### Cells colored by class, run 1

(2 px per µm)
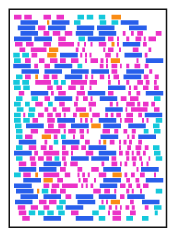
### Cell outlines without signal wires, run 1

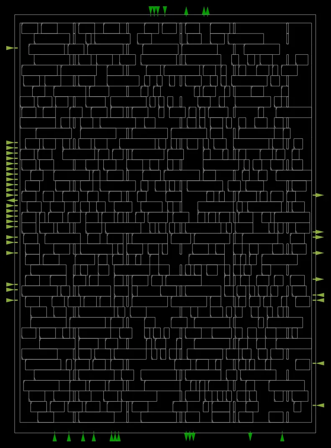
### I/O nets highlighted, run 1

(4 px per µm)
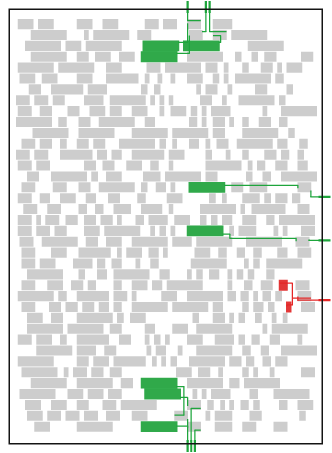
### Clock network drawn from the DEF, run 1

(2 px per µm)
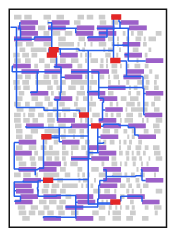
<file path="config.mk">
export PLATFORM = sky130hd
export DESIGN_NAME = cpu_debug_ctrl
export DESIGN_NICKNAME = d
export VERILOG_FILES = /design/src/rtl/cpu_debug_pkg.sv /design/src/rtl/edge_detect.sv /design/src/rtl/cpu_debug_ctrl.sv
export SDC_FILE = /design/constraint.sdc
export NUM_CORES = 1
export LEC_CHECK = 0
export CAP_MARGIN = 20
export CELL_PAD_IN_SITES_DETAIL_PLACEMENT = 1
export CELL_PAD_IN_SITES_GLOBAL_PLACEMENT = 1
export CORE_ASPECT_RATIO = 1.4
export CORE_MARGIN = 1
export CORE_UTILIZATION = 49
export CTS_BUF_LIST = sky130_fd_sc_hd__clkbuf_8
export DETAILED_ROUTE_END_ITERATION = 8
export PLACE_DENSITY_LB_ADDON = 0.1
export SETUP_SLACK_MARGIN = 0.1
export SLEW_MARGIN = 40
export SYNTH_ARGS = -nofsm -noshare
export SYNTH_HDL_FRONTEND = slang
export SYNTH_SLANG_ARGS = --single-unit
</file>
<file path="constraint.sdc">
create_clock -name clk -period 3.95 [get_ports clk]
set_clock_uncertainty 0.2 [all_clocks]
set_input_delay 1.185 -clock clk [delete_from_list [all_inputs] [get_ports clk]]
set_output_delay 1.185 -clock clk [all_outputs]
set_load 0.01 [all_outputs]
</file>
<file path="src/rtl/cpu_debug_pkg.sv">
// Shared definitions for the CPU debug controller.
//   - FSM state encoding
//   - halt_cause codes reported through CTRL and the halt_cause port
//   - register window offsets and CTRL bit positions
package cpu_debug_pkg;

    typedef enum logic [2:0] {
        ST_RUN       = 3'd0,
        ST_STOP      = 3'd1,
        ST_ARMED     = 3'd2,
        ST_STEPWAIT  = 3'd3,
        ST_RESETSTEP = 3'd4
    } dbg_state_e;

    localparam logic [1:0] CAUSE_NONE   = 2'd0;
    localparam logic [1:0] CAUSE_MANUAL = 2'd1;
    localparam logic [1:0] CAUSE_STEP   = 2'd2;
    localparam logic [1:0] CAUSE_BP     = 2'd3;

    localparam logic [3:0] OFF_CTRL    = 4'd0;
    localparam logic [3:0] OFF_STEPCNT = 4'd1;
    localparam logic [3:0] OFF_BPEN    = 4'd2;
    // Breakpoint i occupies offsets BP_REG_BASE+2i (low) and BP_REG_BASE+2i+1 (high).
    localparam int         BP_REG_BASE = 4;

    localparam int CTRL_ARM_BIT   = 7;
    localparam int CTRL_CLEAR_BIT = 6;

    localparam int STEP_CNT_W = 11;

endpackage

</file>
<file path="src/rtl/edge_detect.sv">
// Rising-edge detector.
//   clk, rst_n : clock, asynchronous active-low reset
//   din        : level input (sampled every clk)
//   rise       : high for the cycle in which din is 1 and was 0 on the previous clk
module edge_detect (
    input  logic clk,
    input  logic rst_n,
    input  logic din,
    output logic rise
);

    logic din_q;

    always_ff @(posedge clk or negedge rst_n) begin
        if (!rst_n) begin
            din_q <= 1'b0;
        end else begin
            din_q <= din;
        end
    end

    assign rise = din & ~din_q;

endmodule

</file>
<file path="src/rtl/cpu_debug_ctrl.sv">
// CPU debug controller: halts a CPU via NMI on button press, single-step
// completion or hardware breakpoint, and exposes a 16-byte register window
// to the monitor program.
//   clk, rst_n                  : clock, asynchronous active-low reset
//   a, write, din               : monitor bus address, write strobe, write data
//   dout                        : registered read data (one clk after a)
//   hit                         : a lies inside the register window
//   sync, cpu_addr              : CPU opcode-fetch indicator and address bus
//   b_step, b_runhalt, b_reset  : single-cycle button pulses
//   nmi_start                   : one-cycle NMI request
//   stopped                     : controller is in STOP
//   halt_cause                  : 0 none, 1 manual, 2 step, 3 breakpoint
module cpu_debug_ctrl #(
    parameter int         NUM_BP        = 2,
    parameter int         SYNC_PER_STEP = 3,
    parameter logic [7:0] WIN_BASE      = 8'hE0
) (
    input  logic        clk,
    input  logic        rst_n,
    input  logic [7:0]  a,
    input  logic        write,
    input  logic [7:0]  din,
    output logic [7:0]  dout,
    output logic        hit,
    input  logic        sync,
    input  logic [15:0] cpu_addr,
    input  logic        b_step,
    input  logic        b_runhalt,
    input  logic        b_reset,
    output logic        nmi_start,
    output logic        stopped,
    output logic [1:0]  halt_cause
);
    import cpu_debug_pkg::*;

    dbg_state_e              state, state_nxt;
    logic                    sync_rise;
    logic                    arm;
    logic [7:0]              stepcnt_reg;
    logic [NUM_BP-1:0]       bpen;
    logic [15:0]             bp_addr [NUM_BP];
    logic [STEP_CNT_W-1:0]   step_cnt;
    logic [STEP_CNT_W-1:0]   step_init;
    logic [7:0]              stepcnt_eff;
    logic [2:0]              skip_cnt;
    logic [3:0]              off;
    logic                    wr_en;
    logic                    ctrl_wr;
    logic                    bp_match;
    logic                    bp_fire;
    logic [7:0]              rd_data;

    // FSM side effects decided combinationally, committed by the registers below.
    logic                    nmi_nxt;
    logic                    cause_set;
    logic [1:0]              cause_val;
    logic                    skip_load;
    logic                    step_load;
    logic                    arm_clr;

    edge_detect u_sync_edge (
        .clk   (clk),
        .rst_n (rst_n),
        .din   (sync),
        .rise  (sync_rise)
    );

    // The window is 16-aligned, so the upper nibble selects it and the lower is the offset.
    assign hit     = (a[7:4] == WIN_BASE[7:4]);
    assign off     = a[3:0];
    assign wr_en   = write & hit;
    assign ctrl_wr = wr_en && (off == OFF_CTRL);
    assign stopped = (state == ST_STOP);

    // A step count of 0 behaves as 1; the return path through the monitor
    // consumes SYNC_PER_STEP-1 extra fetches before the user instructions.
    assign stepcnt_eff = (stepcnt_reg == 8'd0) ? 8'd1 : stepcnt_reg;
    assign step_init   = STEP_CNT_W'(SYNC_PER_STEP)
                       + {{(STEP_CNT_W-8){1'b0}}, stepcnt_eff}
                       - STEP_CNT_W'(1);

    always_comb begin
        bp_match = 1'b0;
        for (int i = 0; i < NUM_BP; i++) begin
            if (bpen[i] && (bp_addr[i] == cpu_addr)) begin
                bp_match = 1'b1;
            end
        end
    end

    // Breakpoints stay masked until the monitor's own return fetches are consumed.
    assign bp_fire = sync_rise && bp_match && (skip_cnt == 3'd0);

    always_ff @(posedge clk or negedge rst_n) begin
        if (!rst_n) begin
            state <= ST_RUN;
        end else begin
            state <= state_nxt;
        end
    end

    always_comb begin
        state_nxt = state;
        nmi_nxt   = 1'b0;
        cause_set = 1'b0;
        cause_val = CAUSE_NONE;
        skip_load = 1'b0;
        step_load = 1'b0;
        arm_clr   = 1'b0;
        case (state)
            ST_RUN: begin
                if (b_step || b_runhalt) begin
                    state_nxt = ST_STOP;
                    nmi_nxt   = 1'b1;
                    cause_set = 1'b1;
                    cause_val = CAUSE_MANUAL;
                end else if (bp_fire) begin
                    state_nxt = ST_STOP;
                    nmi_nxt   = 1'b1;
                    cause_set = 1'b1;
                    cause_val = CAUSE_BP;
                end
            end
            ST_STOP: begin
                if (b_reset) begin
                    state_nxt = ST_RESETSTEP;
                    skip_load = 1'b1;
                end else if (b_runhalt) begin
                    state_nxt = ST_RUN;
                    skip_load = 1'b1;
                end else if (b_step) begin
                    state_nxt = ST_ARMED;
                    skip_load = 1'b1;
                    arm_clr   = 1'b1;
                end
            end
            ST_ARMED: begin
                if (b_reset) begin
                    state_nxt = ST_RUN;
                end else if (arm) begin
                    state_nxt = ST_STEPWAIT;
                    step_load = 1'b1;
                end
            end
            ST_STEPWAIT: begin
                if (b_reset) begin
                    state_nxt = ST_RUN;
                end else if (bp_fire) begin
                    state_nxt = ST_STOP;
                    nmi_nxt   = 1'b1;
                    cause_set = 1'b1;
                    cause_val = CAUSE_BP;
                end else if (sync_rise && (step_cnt == STEP_CNT_W'(1))) begin
                    state_nxt = ST_STOP;
                    nmi_nxt   = 1'b1;
                    cause_set = 1'b1;
                    cause_val = CAUSE_STEP;
                end
            end
            ST_RESETSTEP: begin
                if (b_reset) begin
                    state_nxt = ST_RUN;
                end else if (sync_rise) begin
                    state_nxt = ST_STOP;
                    nmi_nxt   = 1'b1;
                    cause_set = 1'b1;
                    cause_val = CAUSE_STEP;
                end
            end
            default: state_nxt = ST_RUN;
        endcase
    end

    always_ff @(posedge clk or negedge rst_n) begin
        if (!rst_n) begin
            nmi_start  <= 1'b0;
            halt_cause <= CAUSE_NONE;
            arm        <= 1'b0;
            skip_cnt   <= 3'd0;
            step_cnt   <= '0;
        end else begin
            nmi_start <= nmi_nxt;

            // A new stop reason beats a simultaneous clear from the monitor.
            if (cause_set) begin
                halt_cause <= cause_val;
            end else if (ctrl_wr && din[CTRL_CLEAR_BIT]) begin
                halt_cause <= CAUSE_NONE;
            end

            if (arm_clr) begin
                arm <= 1'b0;
            end else if (ctrl_wr && din[CTRL_ARM_BIT]) begin
                arm <= 1'b1;
            end

            if (skip_load) begin
                skip_cnt <= 3'(SYNC_PER_STEP);
            end else if (!stopped && sync_rise && (skip_cnt != 3'd0)) begin
                skip_cnt <= skip_cnt - 3'd1;
            end

            if (step_load) begin
                step_cnt <= step_init;
            end else if ((state == ST_STEPWAIT) && sync_rise && (step_cnt != '0)) begin
                step_cnt <= step_cnt - STEP_CNT_W'(1);
            end
        end
    end

    always_ff @(posedge clk or negedge rst_n) begin
        if (!rst_n) begin
            stepcnt_reg <= 8'd0;
            bpen        <= '0;
            for (int i = 0; i < NUM_BP; i++) begin
                bp_addr[i] <= 16'd0;
            end
        end else if (wr_en) begin
            case (off)
                OFF_STEPCNT: stepcnt_reg <= din;
                OFF_BPEN:    bpen        <= din[NUM_BP-1:0];
                default: begin
                    for (int i = 0; i < NUM_BP; i++) begin
                        if (off == 4'(BP_REG_BASE + 2*i)) begin
                            bp_addr[i][7:0] <= din;
                        end
                        if (off == 4'(BP_REG_BASE + 2*i + 1)) begin
                            bp_addr[i][15:8] <= din;
                        end
                    end
                end
            endcase
        end
    end

    always_comb begin
        rd_data = 8'h00;
        case (off)
            OFF_CTRL:    rd_data = {stopped, halt_cause, 5'b0};
            OFF_STEPCNT: rd_data = stepcnt_reg;
            OFF_BPEN:    rd_data = 8'(bpen);
            default: begin
                for (int i = 0; i < NUM_BP; i++) begin
                    if (off == 4'(BP_REG_BASE + 2*i)) begin
                        rd_data = bp_addr[i][7:0];
                    end
                    if (off == 4'(BP_REG_BASE + 2*i + 1)) begin
                        rd_data = bp_addr[i][15:8];
                    end
                end
            end
        endcase
    end

    // Read data is sampled before this edge's write lands, so dout shows the old value.
    always_ff @(posedge clk or negedge rst_n) begin
        if (!rst_n) begin
            dout <= 8'h00;
        end else begin
            dout <= hit ? rd_data : 8'h00;
        end
    end

endmodule

</file>
==> results.env, run 1 <==
OUTCOME='completed'
GLOBAL_ROUTE.USAGE.TOTAL_PCT=27.3
R2R-START='state[1]$_DFFE_PN0P_'
TRITONCTS_CLOCK_TREE='yes'
HOLDPATHSTAGES=2
DRTANTENNAVIOLNETS=0
CRITPATHMOSTFREQUENTCELL='sky130_fd_sc_hd__clkdlybuf4s50_1'
ANTENNA_FOUND_INITIAL=0
CRIT_SLOWEST_CELL='sky130_fd_sc_hd__clkdlybuf4s50_1'
POST_CTS_RESIZED=0
TIMING.SETUP.CRITICAL_PATH_CLASS='in -> out'
ROUTED_WIRELENGTH_MM=10.3
SETUP-TNS-FINAL_NS=0
CLK_ROOT_BUFFER_CELL='sky130_fd_sc_hd__clkbuf_8'
HOLD_PATH_CLASS='reg -> reg'
WORSTMARGINPINSLEW_NS=0.651
DRC=0
MET1_USAGE_PCT=29.2
REPORT.FINAL.SETUP_VIOL=0
CTS_BUFFERS=9
CRIT_BUF_INV=3
WORSTSETUPSTARTPOINTTYPE='input port'
FINAL-HOLD-VIOLATION-COUNT=0
SYNTH_TOP_FLOP_CELL='sky130_fd_sc_hd__dfrtp_1'
SLEW_HEADROOM_PCT=56.6
CELLS_YOSYS=358
CP.REQUIRED_NS=2.56
GRT_PASS1_VIAS=3312
SLEW_VIOLATIONS=0
DRT-INITIAL-DRC-COUNT=99
STATIC-LEAKAGE-POWER_uW=0.00216
RRSETUPSLACK_NS=1.45
TIMING.CRITICAL_PATH.CELLS='clkdlybuf4s50_1 > nand4b_1 > inv_1 > clkdlybuf4s50_1'
DIEAREA_UM2=8430
GRTUSAGEMET3_PCT=5.57
SYNTH_AREA_UM2=3950
TIMING.FINAL.CRIT_SHARE_PCT=95.3
VDD_IR_DROP_MAX_uV=246
AREAGROWTHSYNTHTOFINISH_PCT=20.9
TIMING.CRITICAL_PATH.FANOUT_MAX=2
GRT-BUSIEST-LAYER='met2'
YOSYS.CELL_TYPES.COUNT=43
ROUTE.VIAS.TOTAL=2979
ANTENNADIODECOUNT=0
WORSTHOLDENDPOINT='skip_cnt[0]$_DFFE_PN0P_'
SEQ_AREA_FRAC_SYNTH_PCT=45.6
NUMCLOCKSINKS=72
SYNTH-AREA-YOSYS_UM2=3950
SYNTH.FF_LATCH_COUNT=72
MOSTFREQUENTLAYOUTCELLS='72 x sky130_fd_sc_hd__dfrtp_1, 50 x sky130_fd_sc_hd__clkdlybuf4s50_1, 44 x sky130_fd_sc_hd__mux2_2, 35 x sky130_fd_sc_hd__nor2_1, 32 x sky130_fd_sc_hd__xor2_1'
CTSHOLDBUFFERS=0
GRT_START_MAX_NET_PINS=73
R2R.WORST_PATH.CELLS=6
POST_SYNTH.CELL_AREA_AVG_UM2=11.0
DETAILEDROUTE.FIRSTPASSITERATIONCOUNT=4
CAP_VIOL_MAX_COUNT=0
NNETSFINAL=462
MOST_NUMEROUS_LOGIC_CELL_AFTER_LAYOUT='sky130_fd_sc_hd__dfrtp_1'
CLK_PIN_SLEW_NS=0.07
VIASPERCELL=5.70
FMAXACHIEVABLE_GHz=0.266
SYNTH_CELLS=358
REGISTER_WITH_THE_MOST_FLIP_FLOPS='bp_addr'
LAYOUT_TOP_REGISTERS='bp_addr: 32 flops, step_cnt: 11 flops'
TOTAL_NUMBER_OF_H_TREE_LEVELS=3
DP.FINAL_HPWL_MM=7.91
CRITPATHARRIVALTIME_NS=2.38
MAX-CLOCK-PATH-BUFFERS=2
TIMING.RR.END='step_cnt[5]$_DFFE_PN0P_'
SYNTH.YOSYS.WARNINGS=0
WORST_PATH_LARGEST_CELL_DELAY_NS=0.53
DIE_X_UM=77.9
About 'Cells colored by class':
[clock drivers and dummy loads] orange | cells: 16
[remaining buffers and delay cells] cyan | cells: 61
[registers] blue | cells: 72
[remaining logic cells] magenta | cells: 274
final cell area excluding filler cells: 4780 µm²
area of the placeable core: 7800 µm²
# rows: 38
sequential share of cell area: 37.7%

About 'Cell outlines without signal wires':
well-tap cell count: 100
final cell count without fillers: 523
fill cell instance count of the final layout: 863
final design utilization: 61.3%
sequential cell count: 72

About 'I/O nets highlighted':
[dout] green | direction: output | end cells: 8 | buffers: 8 | wire: 124 µm
[b_step] red | direction: input | end cells: 2 | buffers: 1 | wire: 21.6 µm
count of pins on the block boundary: 52
count of port buffers added during placement: 51

About 'Clock network drawn from the DEF':
[flip-flops] purple | count: 72
[clock-net drivers] red | count: 9
[clock wires] blue | length: 963 µm
routed clock nets: 10
flops lie: all over the die
share of total power in the clock network: 25.9%
reported clock group power: 507 µW
Skew-Pair Late Insertion Delay: 0.35 ns

==> run 1: worst max-delay path by stage <==
stage | start | to | slack (ns) | cells past startpoint
6_report | a[4] | hit | 0.19 | 4
5_1_grt | a[5] | hit | 0.12 | 4
4_1_cts | a[4] | hit | 0.17 | 4
3_5_place_dp | a[5] | hit | 0.18 | 4
3_3_place_gp | a[4] | hit | 0.21 | 4
2_1_floorplan | a[4] | hit | 1.04 | 2
==> run 1: layer usage <==
metal | part of all wire (%) | routed length, µm
met5 | 0 | 0
met4 | 3.7 | 386
met3 | 3.2 | 329
met2 | 54 | 5600
met1 | 39 | 4020
==> run 1: power by group <==
part	switching, µW	total (µW)	leakage, µW	internal [µW]
clock	271	507	0.0000982	236
sequential	114	936	0.000970	822
combinational	261	513	0.00110	252
total	646	1960	0.00216	1310
==> run 1: worst reg2reg max path, delay by kind of cell, from the launching register on <==
| family | cells | cell delay [ns] |
|---|---|---|
| flops | 1 | 0.56 |
| simple gates | 3 | 1.22 |
| xor+xnor | 1 | 0.17 |
| buf+inv | 1 | 0.14 |
| compound gates | 1 | 0.09 |
==> run 1: synth_stat cells (all sizes together), types with 2 or more instances <==
master / n / area [µm²]
and2: 3 / 18.8
o22ai: 2 / 12.5
or3: 5 / 31.3
a22oi: 6 / 45.0
nor4: 13 / 81.3
nor4b: 3 / 47.5
o211ai: 2 / 15.0
xor2: 32 / 280
nand4: 2 / 12.5
and3: 2 / 12.5
nor2: 35 / 131
nand2b: 2 / 12.5
nor3: 5 / 25.0
mux4: 8 / 180
a21oi: 18 / 90.1
nor3b: 4 / 40.0
xnor2: 17 / 149
mux2: 44 / 495
nand3: 10 / 50.1
buf: 2 / 10.0
o21ai: 6 / 30.0
or4: 3 / 26.3
ha: 5 / 62.6
nor2b: 6 / 37.5
nand4b: 2 / 17.5
nand2: 18 / 67.6
dfrtp: 72 / 1800
or2: 2 / 12.5
clkbuf: 10 / 37.5
a41oi: 2 / 17.5
inv: 9 / 33.8
==> run 1: per-stage QoR <==
step                util (%)  instances  total power [µW]  worst slack [ns]
floorplan                  -        358              1260              1.04
global placement        59.1        507              1430             0.208
detailed placement      59.2        507              1460             0.179
CTS                     61.3        523              1980             0.171
global route            61.3        523              2070             0.119
finish                  61.3        523              1960             0.185
==> run 1: logic make-up after synthesis <==
family | share of synthesized area [%]
multiplexers | 17.4
AND-OR/OR-AND | 6.75
AND/OR/NAND/NOR | 15.8
adder cells (fa/ha/maj) | 1.58
XOR/XNOR | 10.9
flip-flops | 45.6
buffers and inverters | 2.06
==> run 1: final cells by class <==
class | instances | area [µm²]
Fill cell | 863 | 3020
Inverter | 9 | 33.8
Multi-Input combinational cell | 265 | 2070
Sequential cell | 72 | 1800
Clock inverter | 6 | 27.5
Tap cell | 100 | 125
Timing Repair Buffer | 61 | 584
Clock buffer | 10 | 138
### Register map, names as in the netlist, run 1

(2 px per µm) Other sequential cells in the stronger gray, the rest of the logic in the fainter gray.
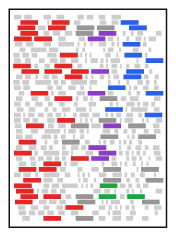

==> run 2, diff against run 1 <==
Settings changed: CORE_ASPECT_RATIO 1.4 to not set, HOLD_SLACK_MARGIN set to 0.03.
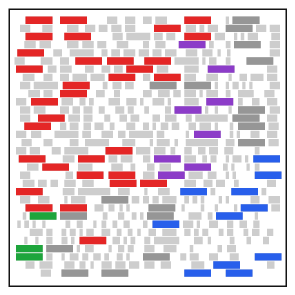
*Register map, names as in the netlist, run 2*
(3 px per µm) Other sequential cells in the stronger gray, the rest of the logic in the fainter gray.
[stepcnt_reg] purple | sequential cells: 8
[step_cnt] blue | sequential cells: 11
[skip_cnt] green | sequential cells: 3
[bp_addr] red | sequential cells: 32
final design utilization: 62.8%
Sequential cell area: 1800 µm²
sequential share of cell area: 36.9%
reported sequential group power: 937 µW

==> results.env, run 2 <==
WORSTSKEWPAIRLATENCY_NS=0.35  # about the same
CP.REQUIRED_NS=2.56  # about the same
TOTAL_POWER_uW=2190  # +12%
SYNTH-AREA-YOSYS_UM2=3950  # unchanged
CRITPATHARRIVALTIME_NS=2.04  # -0.34 ns
DETAILEDROUTE.FIRSTPASSITERATIONCOUNT=4  # unchanged
FMAXACHIEVABLE_GHz=0.292  # +9.9%
YS_TOP_CELLS_BY_COUNT='72 x sky130_fd_sc_hd__dfrtp_1, 44 x sky130_fd_sc_hd__mux2_2, 35 x sky130_fd_sc_hd__nor2_1'
SLEW_HEADROOM_PCT=57.1  # +0.53 points
DRTANTENNAVIOLNETS=0  # unchanged
LAYOUT_TOP_REGISTERS='bp_addr: 32 flops, step_cnt: 11 flops'
REPORT.FINAL.SETUP_VIOL=0  # unchanged
SYNTH_AREA_UM2=3950  # unchanged
CELLS_YOSYS=358  # unchanged
SLEW_VIOLATIONS=0  # unchanged
PORT-BUFFER-COUNT=51  # unchanged
POST_SYNTH.CELL_AREA_AVG_UM2=11.0  # unchanged
DIE_X_UM=91.8  # +18%
YOSYS.CELL_COUNT.TOP_TYPE='sky130_fd_sc_hd__dfrtp_1'
GLOBAL_ROUTE.USAGE.TOTAL_PCT=27.5  # +0.20 points
CORE_AREA_UM2=7770  # -0.39%
MOST_NUMEROUS_LOGIC_CELL_AFTER_LAYOUT='sky130_fd_sc_hd__dfrtp_1'
SETUP-TNS-FINAL_NS=0  # unchanged
VDD_IR_DROP_MAX_uV=278  # +13%
POST-SYNTH-TOP-AREA-FRACTION_PCT=45.6  # unchanged
SEQ_AREA_FRAC_SYNTH_PCT=45.6  # unchanged
MOSTFREQUENTLAYOUTCELLS='72 x sky130_fd_sc_hd__dfrtp_1, 49 x sky130_fd_sc_hd__clkdlybuf4s50_1, 44 x sky130_fd_sc_hd__mux2_2, 35 x sky130_fd_sc_hd__nor2_1, 32 x sky130_fd_sc_hd__xor2_1'
OUTCOME='completed'
SYNTH.YOSYS.WARNINGS=0  # unchanged
MAX-CLOCK-PATH-BUFFERS=2  # unchanged
DRT-INITIAL-DRC-COUNT=134  # +35%
YOSYS.CELL_TYPES.COUNT=43  # unchanged
WORSTMARGINPINSLEW_NS=0.634  # -0.0169 ns
ANTENNADIODECOUNT=0  # unchanged
TIMING.SETUP.CRITICAL_PATH_CLASS='in -> out'
TRITONCTS_CLOCK_TREE='yes'
TIMING.CRITICAL_PATH.FANOUT_MAX=2  # unchanged
GPL.FINAL_WEIGHTED_CONGESTION=0.831
LAYOUT.AREA.COMB_UM2=2070  # unchanged
CTS_BUFFERS=9  # unchanged
DIEHEIGHT_UM=91.8
FINAL-HOLD-VIOLATION-COUNT=0  # unchanged
TIMING.FINAL.CRIT_SHARE_PCT=86.7  # -8.6 points
DRC=0  # unchanged
CLK_PIN_SLEW_NS=0.08  # about the same
DIEAREA_UM2=8430  # about the same
REGISTER_WITH_THE_MOST_FLIP_FLOPS='bp_addr'
TOTAL_NUMBER_OF_H_TREE_LEVELS=3  # unchanged
CLK_ROOT_BUFFER_CELL='sky130_fd_sc_hd__clkbuf_8'
NNETSFINAL=464  # +0.43%
HOLDPATHSTAGES=2  # unchanged
STATIC-LEAKAGE-POWER_uW=0.00222  # +2.6%
CAP_VIOL_MAX_COUNT=0  # unchanged
HOLD_PATH_CLASS='reg -> reg'
R2R.WORST_PATH.CELLS=6  # unchanged
POST-SYNTH-TOP-AREA-CELL='sky130_fd_sc_hd__dfrtp_1'
ROUTED_WIRELENGTH_MM=10.7  # +3.3%
SYNTH_TOP_FLOP_CELL='sky130_fd_sc_hd__dfrtp_1'
[run 2: cell counts after synthesis]
No cell type changed its count.
[run 2: cell type report]
| type | count | area share (%) |
|---|---|---|
| Timing Repair Buffer | 63 | 12.3 |
| Sequential cell | 72 | 36.9 |
| Clock inverter | 6 | 2.21 |
| Multi-Input combinational cell | 265 | 42.4 |
| Clock buffer | 10 | 2.82 |
| Tap cell | 102 | 2.62 |
| Inverter | 9 | 0.693 |
[run 2: report_power, final]
part / leakage, µW / switching [µW] / internal, µW
logic: 0.00112 / 277 / 254
clock network: 0.000128 / 284 / 435
registers: 0.000970 / 114 / 822
[run 2: final timing paths]
kind | startpoint | to | slack, ns
setup / recovery | a[5] | hit | 0.52
hold / removal | skip_cnt[1]$_DFFE_PN0P_ | skip_cnt[1]$_DFFE_PN0P_ | 0.34
setup reg to reg | state[1]$_DFFE_PN0P_ | step_cnt[5]$_DFFE_PN0P_ | 1.41
hold reg to reg | skip_cnt[1]$_DFFE_PN0P_ | skip_cnt[1]$_DFFE_PN0P_ | 0.34
max in group asynchronous | rst_n | bp_addr[18]$_DFFE_PN0P_ | 2.27
min in group asynchronous | rst_n | step_cnt[9]$_DFFE_PN0P_ | 0.62
[run 2: repair_timing]
item | 4_1_cts | 5_1_grt
hold buffers | 0 | 0
endpoints found under the setup margin | 0 | 1
gates resized | 0 | 1
[run 2: critical path, stage by stage]
cell	delay, ns
sky130_fd_sc_hd__clkdlybuf4s50_1	0.47
sky130_fd_sc_hd__nand4b_1	0.15
sky130_fd_sc_hd__inv_1	0.08
sky130_fd_sc_hd__dlymetal6s2s_1	0.15
[run 2: stage by stage]
stage	hold WS [ns]	setup slack, ns	util, %	instance area [µm²]	std cells
floorplan	0.283	1.04	-	3950	358
global placement	0.307	0.215	59.6	4630	511
detailed placement	0.320	0.134	59.6	4630	511
CTS	0.343	0.133	62.8	4870	527
global route	0.376	0.435	62.8	4880	527
finish	0.338	0.524	62.8	4880	527
[run 2: routing by layer]
metal  vias up  GRT usage (%)  part of all wire, %
li1       1399              -                    -
met1      1548           36.0                   45
met4         0           8.72                  1.5
met5         -              0                    0
met3        11           3.48                  3.3
met2        68           47.4                   50
[run 2: logic make-up (layout without fill, tap and decap cells)]
kind of cell	count (synthesis)	after routing	synth area share [%]
multiplexers	53	53	17.4
AND-OR/OR-AND	43	43	6.75
adder cells (fa/ha/maj)	5	5	1.58
XOR/XNOR	49	49	10.9
AND/OR/NAND/NOR	115	115	15.8
buffers and inverters	21	88	2.06
flip-flops	72	72	45.6
### Cell outlines without signal wires, run 2

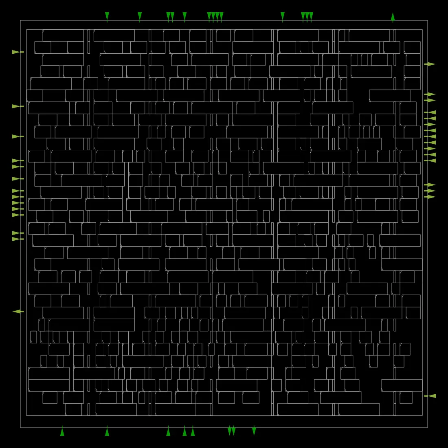

==> run 3, diff against run 2 <==
Settings changed: CORE_UTILIZATION 49 to 38.
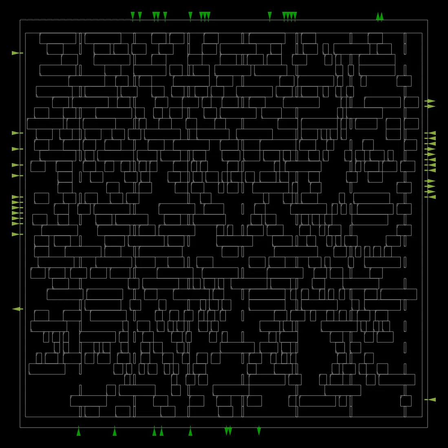
*Cell outlines without signal wires, run 3*
well-tap cell count: 133
final cell count without fillers: 558

==> results.env, run 3 <==
OUTCOME='completed'
DETAILEDROUTE.FIRSTPASSITERATIONCOUNT=4  # unchanged
TOTAL_NUMBER_OF_H_TREE_LEVELS=3  # unchanged
POST-SYNTH-TOP-AREA-FRACTION_PCT=45.6  # unchanged
YOSYS.CELL_COUNT.TOP_TYPE='sky130_fd_sc_hd__dfrtp_1'
SWITCHINGPOWER_uW=661  # -2.2%
DIEAREA_UM2=10800  # +28%
REPORT.FINAL.SETUP_VIOL=0  # unchanged
DRTANTENNAVIOLNETS=0  # unchanged
CRITPATHARRIVALTIME_NS=2.39  # +0.35 ns
YOSYS.CELL_TYPES.COUNT=43  # unchanged
TOTAL_POWER_uW=2130  # -2.8%
INTERNAL_POWER_uW=1460  # -3.0%
GPL.FINAL_WEIGHTED_CONGESTION=0.797  # -4.2%
SEQ_POWER_SHARE_PCT=43.9  # +1.1 points
RRSETUPSLACK_NS=1.30  # -0.11 ns
YS_TOP_CELLS_BY_COUNT='72 x sky130_fd_sc_hd__dfrtp_1, 44 x sky130_fd_sc_hd__mux2_2, 35 x sky130_fd_sc_hd__nor2_1'
R2R.WORST_PATH.CELLS=6  # unchanged
CORE_AREA_UM2=9910  # +28%
POST-SYNTH-TOP-AREA-CELL='sky130_fd_sc_hd__dfrtp_1'
TIMING.RR.END='step_cnt[5]$_DFFE_PN0P_'
SETUP-TNS-FINAL_NS=0  # unchanged
DIE_X_UM=104  # +13%
POWER_FRAC_CLOCK_PCT=32.0  # -0.9 points
POST_SYNTH.CELL_AREA_AVG_UM2=11.0  # unchanged
R2R-START='state[1]$_DFFE_PN0P_'
COMB_POWER_SHARE_PCT=24.0  # -0.3 points
FINAL-HOLD-VIOLATION-COUNT=0  # unchanged
CLK_PIN_SLEW_NS=0.08  # about the same
CP.REQUIRED_NS=2.56  # about the same
CAP_VIOL_MAX_COUNT=0  # unchanged
MAX-CLOCK-PATH-BUFFERS=2  # unchanged
SYNTH_TOP_FLOP_CELL='sky130_fd_sc_hd__dfrtp_1'
ANTENNADIODECOUNT=0  # unchanged
SETUP.WORST_PATH.START='a[7]'
PORT-BUFFER-COUNT=51  # unchanged
POST_CTS_RESIZED=0  # unchanged
DRC=0  # unchanged
TIMING.FINAL.CRIT_SHARE_PCT=95.7  # +8.9 points
TRITONCTS_CLOCK_TREE='yes'
MOST_NUMEROUS_LOGIC_CELL_AFTER_LAYOUT='sky130_fd_sc_hd__dfrtp_1'
HOLDPATHSTAGES=2  # unchanged
TIMING.CRITICAL_PATH.FANOUT_MAX=2  # unchanged
WHS_NS=0.321  # -0.0171 ns
CELLS_YOSYS=358  # unchanged
SYNTH_AREA_UM2=3950  # unchanged
DIEHEIGHT_UM=104  # +13%
SLEW_VIOLATIONS=0  # unchanged
SLEW_HEADROOM_PCT=53.0  # -4.1 points
HOLD_PATH_STARTPOINT='skip_cnt[1]$_DFFE_PN0P_'
WORSTHOLDENDPOINT='skip_cnt[1]$_DFFE_PN0P_'
WORSTMARGINPINSLEW_NS=0.695  # +0.0606 ns
MOSTFREQUENTLAYOUTCELLS='72 x sky130_fd_sc_hd__dfrtp_1, 50 x sky130_fd_sc_hd__clkdlybuf4s50_1, 44 x sky130_fd_sc_hd__mux2_2, 35 x sky130_fd_sc_hd__nor2_1, 32 x sky130_fd_sc_hd__xor2_1'
SYNTH-AREA-YOSYS_UM2=3950  # unchanged
REGISTER_WITH_THE_MOST_FLIP_FLOPS='bp_addr'
CTSHOLDBUFFERS=0  # unchanged
CLK_ROOT_BUFFER_CELL='sky130_fd_sc_hd__clkbuf_8'
HOLD_PATH_CLASS='reg -> reg'
CTS_BUFFERS=9  # unchanged
VDD_IR_DROP_MAX_uV=228  # -18%
LAYOUT_TOP_REGISTERS='bp_addr: 32 flops, step_cnt: 11 flops'
-- run 3: cells by family after synthesis --
group,after synthesis,share of synthesized area (%)
simple gates,115,15.8
buf+inv,21,2.06
fa+ha+maj,5,1.58
compound gates,43,6.75
xor+xnor,49,10.9
mux,53,17.4
flops,72,45.6
-- run 3: through the flow --
stage	cell area [µm²]	util, %	cells	worst slack, ns
finish	4900	49.4	558	0.171
floorplan	3950	-	358	1.04
detailed placement	4670	47.1	542	0.121
CTS	4900	49.4	558	0.173
global placement	4670	47.1	542	0.207
global route	4900	49.4	558	0.133
-- run 3: worst max-delay path by stage --
stage / endpoint / slack [ns] / cells after the start
final: hit / 0.17 / 4
after global routing: hit / 0.13 / 4
after CTS: hit / 0.17 / 4
after detailed placement: step_cnt[5]$_DFFE_PN0P_ / 0.12 / 7
after global placement: hit / 0.21 / 4
after floorplan: hit / 1.04 / 2
-- run 3: power by group through the flow --
stage / Sequential (µW) / Clock [µW] / Combinational [µW]
6_report: 934 / 681 / 511
5_1_grt: 949 / 729 / 570
4_1_cts: 934 / 695 / 518
3_5_place_dp: 949 / 0 / 514
3_3_place_gp: 945 / 0 / 503
2_1_floorplan: 896 / 0 / 361
-- run 3: critical path, cell delays in order --
cell and delay (ns):
sky130_fd_sc_hd__clkdlybuf4s50_1 0.47, sky130_fd_sc_hd__nand4b_1 0.13, sky130_fd_sc_hd__inv_1 0.08, sky130_fd_sc_hd__clkdlybuf4s50_1 0.53
-- run 3: metal layers --
metal  vias up  global-route usage (%)  share of wire [%]
met2        46                    32.0                 47
met5         -                       0                  0
met3        12                    3.70                3.2
met4         0                    4.39                1.1
li1       1407                       -                  -
met1      1462                    27.5                 49
-- run 3: final cells by class --
type,instances,area (µm²),area share [%]
Tap cell,133,166,3.40
Inverter,9,33.8,0.690
Clock buffer,11,151,3.09
Clock inverter,5,78.8,1.61
Multi-Input combinational cell,265,2070,42.2
Timing Repair Buffer,63,598,12.2
Sequential cell,72,1800,36.8
Power and IR drop assume default switching activity.
